Fig. 1: clock wiring as the flow saved it
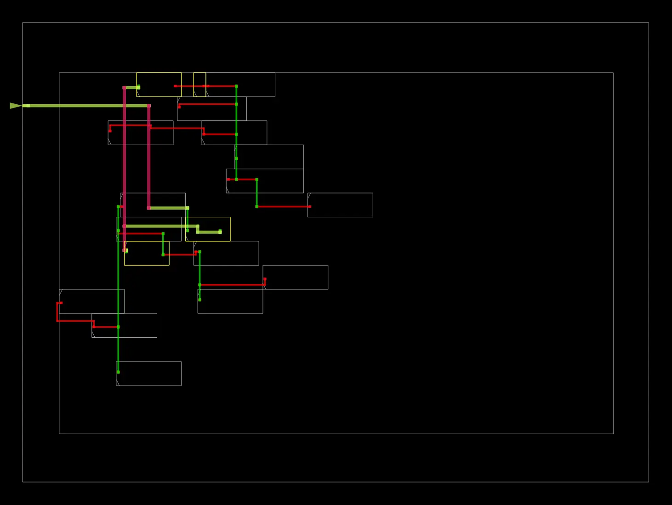
Fig. 2: sequential cells coloured by netlist name
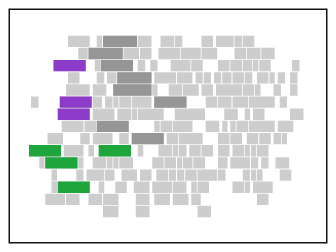
==> config.mk <==
export PLATFORM = sky130hd
export DESIGN_NAME = multicycle_sequencer
export DESIGN_NICKNAME = d
export VERILOG_FILES = /design/src/rtl/multicycle_sequencer.sv
export SDC_FILE = /design/constraint.sdc
export NUM_CORES = 1
export LEC_CHECK = 0
export CORE_ASPECT_RATIO = 0.7
export CORE_MARGIN = 4
export CORE_UTILIZATION = 40
export CTS_CLUSTER_DIAMETER = 120
export DETAILED_ROUTE_END_ITERATION = 10
export PLACE_DENSITY_LB_ADDON = 0.3
export SLEW_MARGIN = 5
export SYNTH_ARGS = -nofsm -noshare
export SYNTH_HDL_FRONTEND = slang
export SYNTH_SLANG_ARGS = --single-unit
==> constraint.sdc <==
create_clock -name clk -period 1.9 [get_ports clk]
set_input_delay 0.285 -clock clk [delete_from_list [all_inputs] [get_ports clk]]
set_output_delay 0.285 -clock clk [all_outputs]
set_load 0.02 [all_outputs]
==> src/rtl/multicycle_sequencer.sv <==
// Multi-cycle control sequencer for the 8-bit RISC core.
// Steps each instruction through FETCH/DECODE/EXEC/MEM/WB. It drives the
// datapath enables and the shared memory port (req/ack). A memory access that
// gets no ack within MEM_TIMEOUT cycles sends the FSM into ERR until reset.
module multicycle_sequencer #(
    parameter int MEM_TIMEOUT = 15,
    parameter int TW          = 4
) (
    input  logic       clk,
    input  logic       rst,
    input  logic       run,
    input  logic [3:0] opcode,
    input  logic       zero,
    input  logic       mem_ack,
    output logic       mem_req,
    output logic       mem_sel,
    output logic       mem_we,
    output logic       ir_load,
    output logic       pc_inc,
    output logic       pc_load,
    output logic [2:0] alu_control,
    output logic       alu_src,
    output logic       reg_dst,
    output logic       reg_write,
    output logic       mem_to_reg,
    output logic       instr_done,
    output logic       bus_err,
    output logic [2:0] state
);

    localparam logic [2:0] S_IDLE   = 3'd0;
    localparam logic [2:0] S_FETCH  = 3'd1;
    localparam logic [2:0] S_DECODE = 3'd2;
    localparam logic [2:0] S_EXEC   = 3'd3;
    localparam logic [2:0] S_MEM    = 3'd4;
    localparam logic [2:0] S_WB     = 3'd5;
    localparam logic [2:0] S_HALT   = 3'd6;
    localparam logic [2:0] S_ERR    = 3'd7;

    // Instruction classes; they choose the path taken after DECODE.
    localparam logic [2:0] C_NOP    = 3'd0;
    localparam logic [2:0] C_HALT   = 3'd1;
    localparam logic [2:0] C_ALU    = 3'd2;
    localparam logic [2:0] C_LOAD   = 3'd3;
    localparam logic [2:0] C_STORE  = 3'd4;
    localparam logic [2:0] C_BRANCH = 3'd5;

    // Last access cycle that may still accept an ack. The counter holds N-1
    // on access cycle N.
    localparam logic [TW-1:0] TMO_LAST = TW'(MEM_TIMEOUT - 1);

    logic [2:0]    state_q, state_d;
    logic [3:0]    op_q, op_d;
    logic [TW-1:0] tmo_q, tmo_d;
    logic          bus_err_q, bus_err_d;

    logic [2:0]    dec_cls;
    logic [2:0]    dec_alu;
    logic          dec_src;
    logic          dec_dst;
    logic          dec_m2r;
    logic [2:0]    next_instr;
    logic          tmo_hit;

    function automatic logic [2:0] op_class(input logic [3:0] op);
        logic [2:0] cls;
        case (op)
            4'h0, 4'hE:                cls = C_NOP;
            4'hF:                      cls = C_HALT;
            4'h9, 4'hB:                cls = C_LOAD;
            4'hA, 4'hC:                cls = C_STORE;
            4'hD:                      cls = C_BRANCH;
            default:                   cls = C_ALU;
        endcase
        return cls;
    endfunction

    // Datapath controls decoded from the latched opcode.
    always_comb begin
        dec_cls = op_class(op_q);
        dec_alu = 3'b000;
        dec_src = 1'b1;
        dec_dst = 1'b0;
        dec_m2r = 1'b0;
        case (op_q)
            4'h1: begin dec_alu = 3'b000; dec_src = 1'b0; dec_dst = 1'b1; end
            4'h2: begin dec_alu = 3'b001; dec_src = 1'b0; dec_dst = 1'b1; end
            4'h3: begin dec_alu = 3'b010; dec_src = 1'b0; dec_dst = 1'b1; end
            4'h4: begin dec_alu = 3'b011; dec_src = 1'b0; dec_dst = 1'b1; end
            4'h5: dec_alu = 3'b100;
            4'h6: dec_alu = 3'b101;
            4'h8: dec_alu = 3'b001;
            4'h9, 4'hB: dec_m2r = 1'b1;
            4'hD: begin dec_alu = 3'b001; dec_src = 1'b0; end
            default: dec_alu = 3'b000;
        endcase
    end

    assign next_instr = run ? S_FETCH : S_IDLE;
    assign tmo_hit    = !mem_ack && (tmo_q == TMO_LAST);
    assign state      = state_q;
    assign bus_err    = bus_err_q;

    // Next-state, timeout counting and output decode for every state.
    always_comb begin
        state_d     = state_q;
        op_d        = op_q;
        tmo_d       = '0;
        mem_req     = 1'b0;
        mem_sel     = 1'b0;
        mem_we      = 1'b0;
        ir_load     = 1'b0;
        pc_inc      = 1'b0;
        pc_load     = 1'b0;
        alu_control = 3'b000;
        alu_src     = 1'b0;
        reg_dst     = 1'b0;
        reg_write   = 1'b0;
        mem_to_reg  = 1'b0;
        instr_done  = 1'b0;

        // Decoded controls stay stable for the whole execute half.
        if (state_q == S_EXEC || state_q == S_MEM || state_q == S_WB) begin
            alu_control = dec_alu;
            alu_src     = dec_src;
            reg_dst     = dec_dst;
            mem_to_reg  = dec_m2r;
        end

        case (state_q)
            S_IDLE: begin
                if (run) state_d = S_FETCH;
            end
            S_FETCH: begin
                mem_req = 1'b1;
                if (mem_ack) begin
                    ir_load = 1'b1;
                    pc_inc  = 1'b1;
                    state_d = S_DECODE;
                end else if (tmo_hit) begin
                    state_d = S_ERR;
                end else begin
                    tmo_d = tmo_q + TW'(1);
                end
            end
            S_DECODE: begin
                op_d = opcode;
                case (op_class(opcode))
                    C_NOP: begin
                        instr_done = 1'b1;
                        state_d    = next_instr;
                    end
                    C_HALT:  state_d = S_HALT;
                    default: state_d = S_EXEC;
                endcase
            end
            S_EXEC: begin
                case (dec_cls)
                    C_BRANCH: begin
                        pc_load    = zero;
                        instr_done = 1'b1;
                        state_d    = next_instr;
                    end
                    C_LOAD, C_STORE: state_d = S_MEM;
                    default:         state_d = S_WB;
                endcase
            end
            S_MEM: begin
                mem_req = 1'b1;
                mem_sel = 1'b1;
                mem_we  = (dec_cls == C_STORE);
                if (mem_ack) begin
                    if (dec_cls == C_STORE) begin
                        instr_done = 1'b1;
                        state_d    = next_instr;
                    end else begin
                        state_d = S_WB;
                    end
                end else if (tmo_hit) begin
                    state_d = S_ERR;
                end else begin
                    tmo_d = tmo_q + TW'(1);
                end
            end
            S_WB: begin
                reg_write  = 1'b1;
                instr_done = 1'b1;
                state_d    = next_instr;
            end
            S_HALT:  state_d = S_HALT;
            S_ERR:   state_d = S_ERR;
            default: state_d = S_IDLE;
        endcase

        bus_err_d = bus_err_q | (state_d == S_ERR);
    end

    // State registers; reset abandons any access in flight.
    always_ff @(posedge clk) begin
        if (rst) begin
            state_q   <= S_IDLE;
            op_q      <= 4'h0;
            tmo_q     <= '0;
            bus_err_q <= 1'b0;
        end else begin
            state_q   <= state_d;
            op_q      <= op_d;
            tmo_q     <= tmo_d;
            bus_err_q <= bus_err_d;
        end
    end

endmodule

==> impl_metrics.json <==
{
  "chip_area_mm2": 0.003670,
  "globalplace.congestion": 0.8690,
  "yosys.cell_types.count": 47,
  "final_min_period_over_clock_period_pct": 95.74,
  "hold_buffers": 0,
  "yosys_cells": 135,
  "n_antenna_cell": 0,
  "i_o_buffers": 26,
  "io_pins": 27,
  "dominantRegCellSynth": "sky130_fd_sc_hd__dfxtp_1",
  "total_number_of_vias": 1182,
  "final_hold_violation_count": 0,
  "timing.rr.start": "state[2]",
  "clockRootBuffer": "sky130_fd_sc_hd__clkbuf_8",
  "finalCriticalPeriod_ns": 1.819,
  "status": "finished clean",
  "stage_log_warnings": 31,
  "hold_start": "tmo_q[0]",
  "drive_above_1_share_pct": 30.94,
  "tally_of_yosys_warning_messages": 0,
  "reg2reg_slack_ns": 0.11,
  "synthesis.area_per_instance_um2": 8.156,
  "enable_flop_cells": 0,
  "crit_fanout": 4,
  "post-route-worst-setup-slack_ns": 0.08098,
  "grt_setup_unrepaired": "true",
  "worst_hold_path_type": "reg2reg",
  "slew_violations": 0,
  "wl_per_cell_um": 14.60,
  "synth.area.top_cells": "sky130_fd_sc_hd__dfxtp_1 27%, sky130_fd_sc_hd__ha_1 5.7%, sky130_fd_sc_hd__nor2_1 5.1%",
  "die_width_um": 70.71,
  "skew_ns": 0.001474,
  "worst_ep_arrival_time_ns": 1.97,
  "peakVddDrop_mv": 0.3831,
  "mappedNetlistArea_mm2": 0.001101,
  "die_h_um": 51.90,
  "endpoint_kind": "flip-flop",
  "drtAntennaViolNets": 0,
  "drc": 0,
  "synth_chip_area_mm2": 0.001101,
  "dr.pass1.iters": 4,
  "finalHoldWorstSlack_ns": 0.4598,
  "floorplan.rows": 15,
  "grt_util_all_layers_pct": 17.36,
  "synth_async_sr_flop_share_pct": 0,
  "routed_wirelength_um": 3139,
  "clock_tree.htree_level_count": 1,
  "top_cell_area_share_pct": 27.27,
  "syn_inst": 135,
  "vias_per_cell": 5.498,
  "critical_path_required_ns": 2.05,
  "reg2reg_to": "dec_cls[1]",
  "grt.overflow.total": 0,
  "whs_path_depth": 1,
  "layout-area-overhead-vs-synth_pct": 47.05,
  "antenna_found_initial": 0,
  "cts-root-to-sink-buffers": 2,
  "fill_cells": 214,
  "worst_setup_path_start_kind": "input pin",
  "syn_nets": 149,
  "netlist_top_cells_count": "15 x sky130_fd_sc_hd__dfxtp_1, 15 x sky130_fd_sc_hd__nor2_1, 9 x sky130_fd_sc_hd__nand2_1",
  "largest_net_degree_at_the_start_of_global_routing": 13,
  "half_perimeter_wire_length_of_the_detailed_placement_result_um": 2467,
  "worst_hold_path.endpoint": "tmo_q[0]",
  "leakage_power_nw": 0.6709,
  "worst_setup_hold_path_clk_slew_ns": 0.06,
  "synth_area_leader_cell": "sky130_fd_sc_hd__dfxtp_1",
  "worstMarginPinSlew_ns": 0.3954,
  "fp.coreArea_mm2": 0.002552,
  "setup_violations": 0,
  "global_route_wire_length_before_repair_um": 5030,
  "number_of_flip_flops_and_latches_in_the_synthesized_netlist": 15,
  "max_cap_violations": 0,
  "yosysSeqAreaShare_pct": 27.27,
  "grt_pass1_vias": 1081,
  "preCtsSetupSlack_ns": -0.5922,
  "power-per-cell-area_mw_per_mm2": 465.7,
  "slew-limit-headroom_pct": 73.64,
  "initCoreUtil_pct": 43.14,
  "first_iter_violations": 105,
  "fmaxAchievable_mhz": 549.7
}
Notes on Fig. 1 above:
total clock buffers created by CTS: 3
clock group total power: 0.247 mW
Seq cells: 15
number of clock sinks: 15
clock insertion delay at the later pin of the skew report: 0.24 ns

Notes on Fig. 2 above:
- `dec_cls`: purple (placed flops 3)
- `tmo_q`: green (placed flops 4)

[worst max-delay path, cell delays in order]
cell and delay, ns:
sky130_fd_sc_hd__clkdlybuf4s50_1 0.43, sky130_fd_sc_hd__buf_4 0.16, sky130_fd_sc_hd__and4b_1 0.28, sky130_fd_sc_hd__nand2_1 0.07
sky130_fd_sc_hd__a221oi_1 0.32, sky130_fd_sc_hd__a221oi_2 0.09, sky130_fd_sc_hd__o41ai_2 0.34
[area by class of cell]
| class | count | area [um2] | area share, % |
|---|---|---|---|
| tap | 34 | 42.54 | 2.628 |
| clock buffer | 4 | 45.04 | 2.782 |
| multi-input combinational | 106 | 794.5 | 49.07 |
| sequential | 15 | 307.8 | 19.01 |
| inverter | 6 | 22.52 | 1.391 |
| timing repair buffer | 50 | 406.6 | 25.12 |
[layout by cell type, fill, tap and decap left out, drive strengths merged, types with 2 or more instances in the layout]
cell / n
a211oi: 2
a21o: 2
a21oi: 7
a221oi: 3
a22oi: 2
a31o: 2
and2b: 3
buf: 25
clkbuf: 10
clkdlybuf4s50: 9
dfxtp: 15
dlygate4sd2: 7
dlymetal6s2s: 3
ha: 5
inv: 6
mux2i: 4
nand2: 9
nand2b: 5
nand3: 4
nand3b: 4
nor2: 16
nor3: 6
nor3b: 3
nor4: 2
o211ai: 2
o21a: 2
o21ai: 6
o221ai: 2
xnor2: 2
xor2: 3
[where the power goes]
group / internal [mW] / switching, mW / total [mW]
clock network: 0.148 / 0.0992 / 0.247
registers: 0.321 / 0.00913 / 0.330
logic: 0.0855 / 0.0912 / 0.177
[kinds of logic (layout without fill, tap and decap cells)]
logic type	after synthesis	count (layout)	synth area share, %
xor+xnor	5	5	3.978
flops	15	15	27.27
mux	4	4	3.637
compound gates	34	34	22.39
fa+ha+maj	5	5	5.682
simple gates	58	58	30.34
buf+inv	14	60	6.704
[state kept, by name (all words and copies together) (netlist names)]
register  cells
bus_err       1
dec_cls       3
op_q          4
state         3
tmo_q         4
[stage by stage]
step	power (mW)	setup TNS, ns	instance area [um2]	cells	util (%)
after floorplan	0.4256	0	1115	135	-
after detailed placement	0.5052	-1.481	1538	210	60.25
final	0.7539	0	1619	215	63.43
after global routing	0.7877	-0.04419	1619	215	63.43
after global placement	0.4996	-1.283	1538	210	60.25
after CTS	0.7514	-0.06297	1587	214	62.16
[timing repair]
| item | CTS | global route |
|---|---|---|
| pin swaps | 2 | 5 |
| buffers inserted | 0 | 1 |
| setup endpoints to repair | 14 | 10 |
| gates resized | 24 | 30 |
[metal layers]
layer	up-vias	part of all wire (%)	global-route usage, %
met3	9	5.0	3.282
li1	578	-	-
met4	0	1.6	4.688
met1	562	48	23.69
met5	-	0	0
met2	33	46	28.15
[worst max path at each step]
stage	slack (ns)	cells past startpoint	endpoint	start
CTS	-0.06	6	instr_done	opcode[1]
global placement	-0.58	6	instr_done	opcode[1]
global route	-0.02	6	dec_cls[2]	state[2]
detailed placement	-0.59	6	instr_done	opcode[1]
finish	0.08	7	bus_err	mem_ack
floorplan	0.05	6	bus_err	state[2]
Power figures rest on the tool's default switching activity, not on a simulated workload.
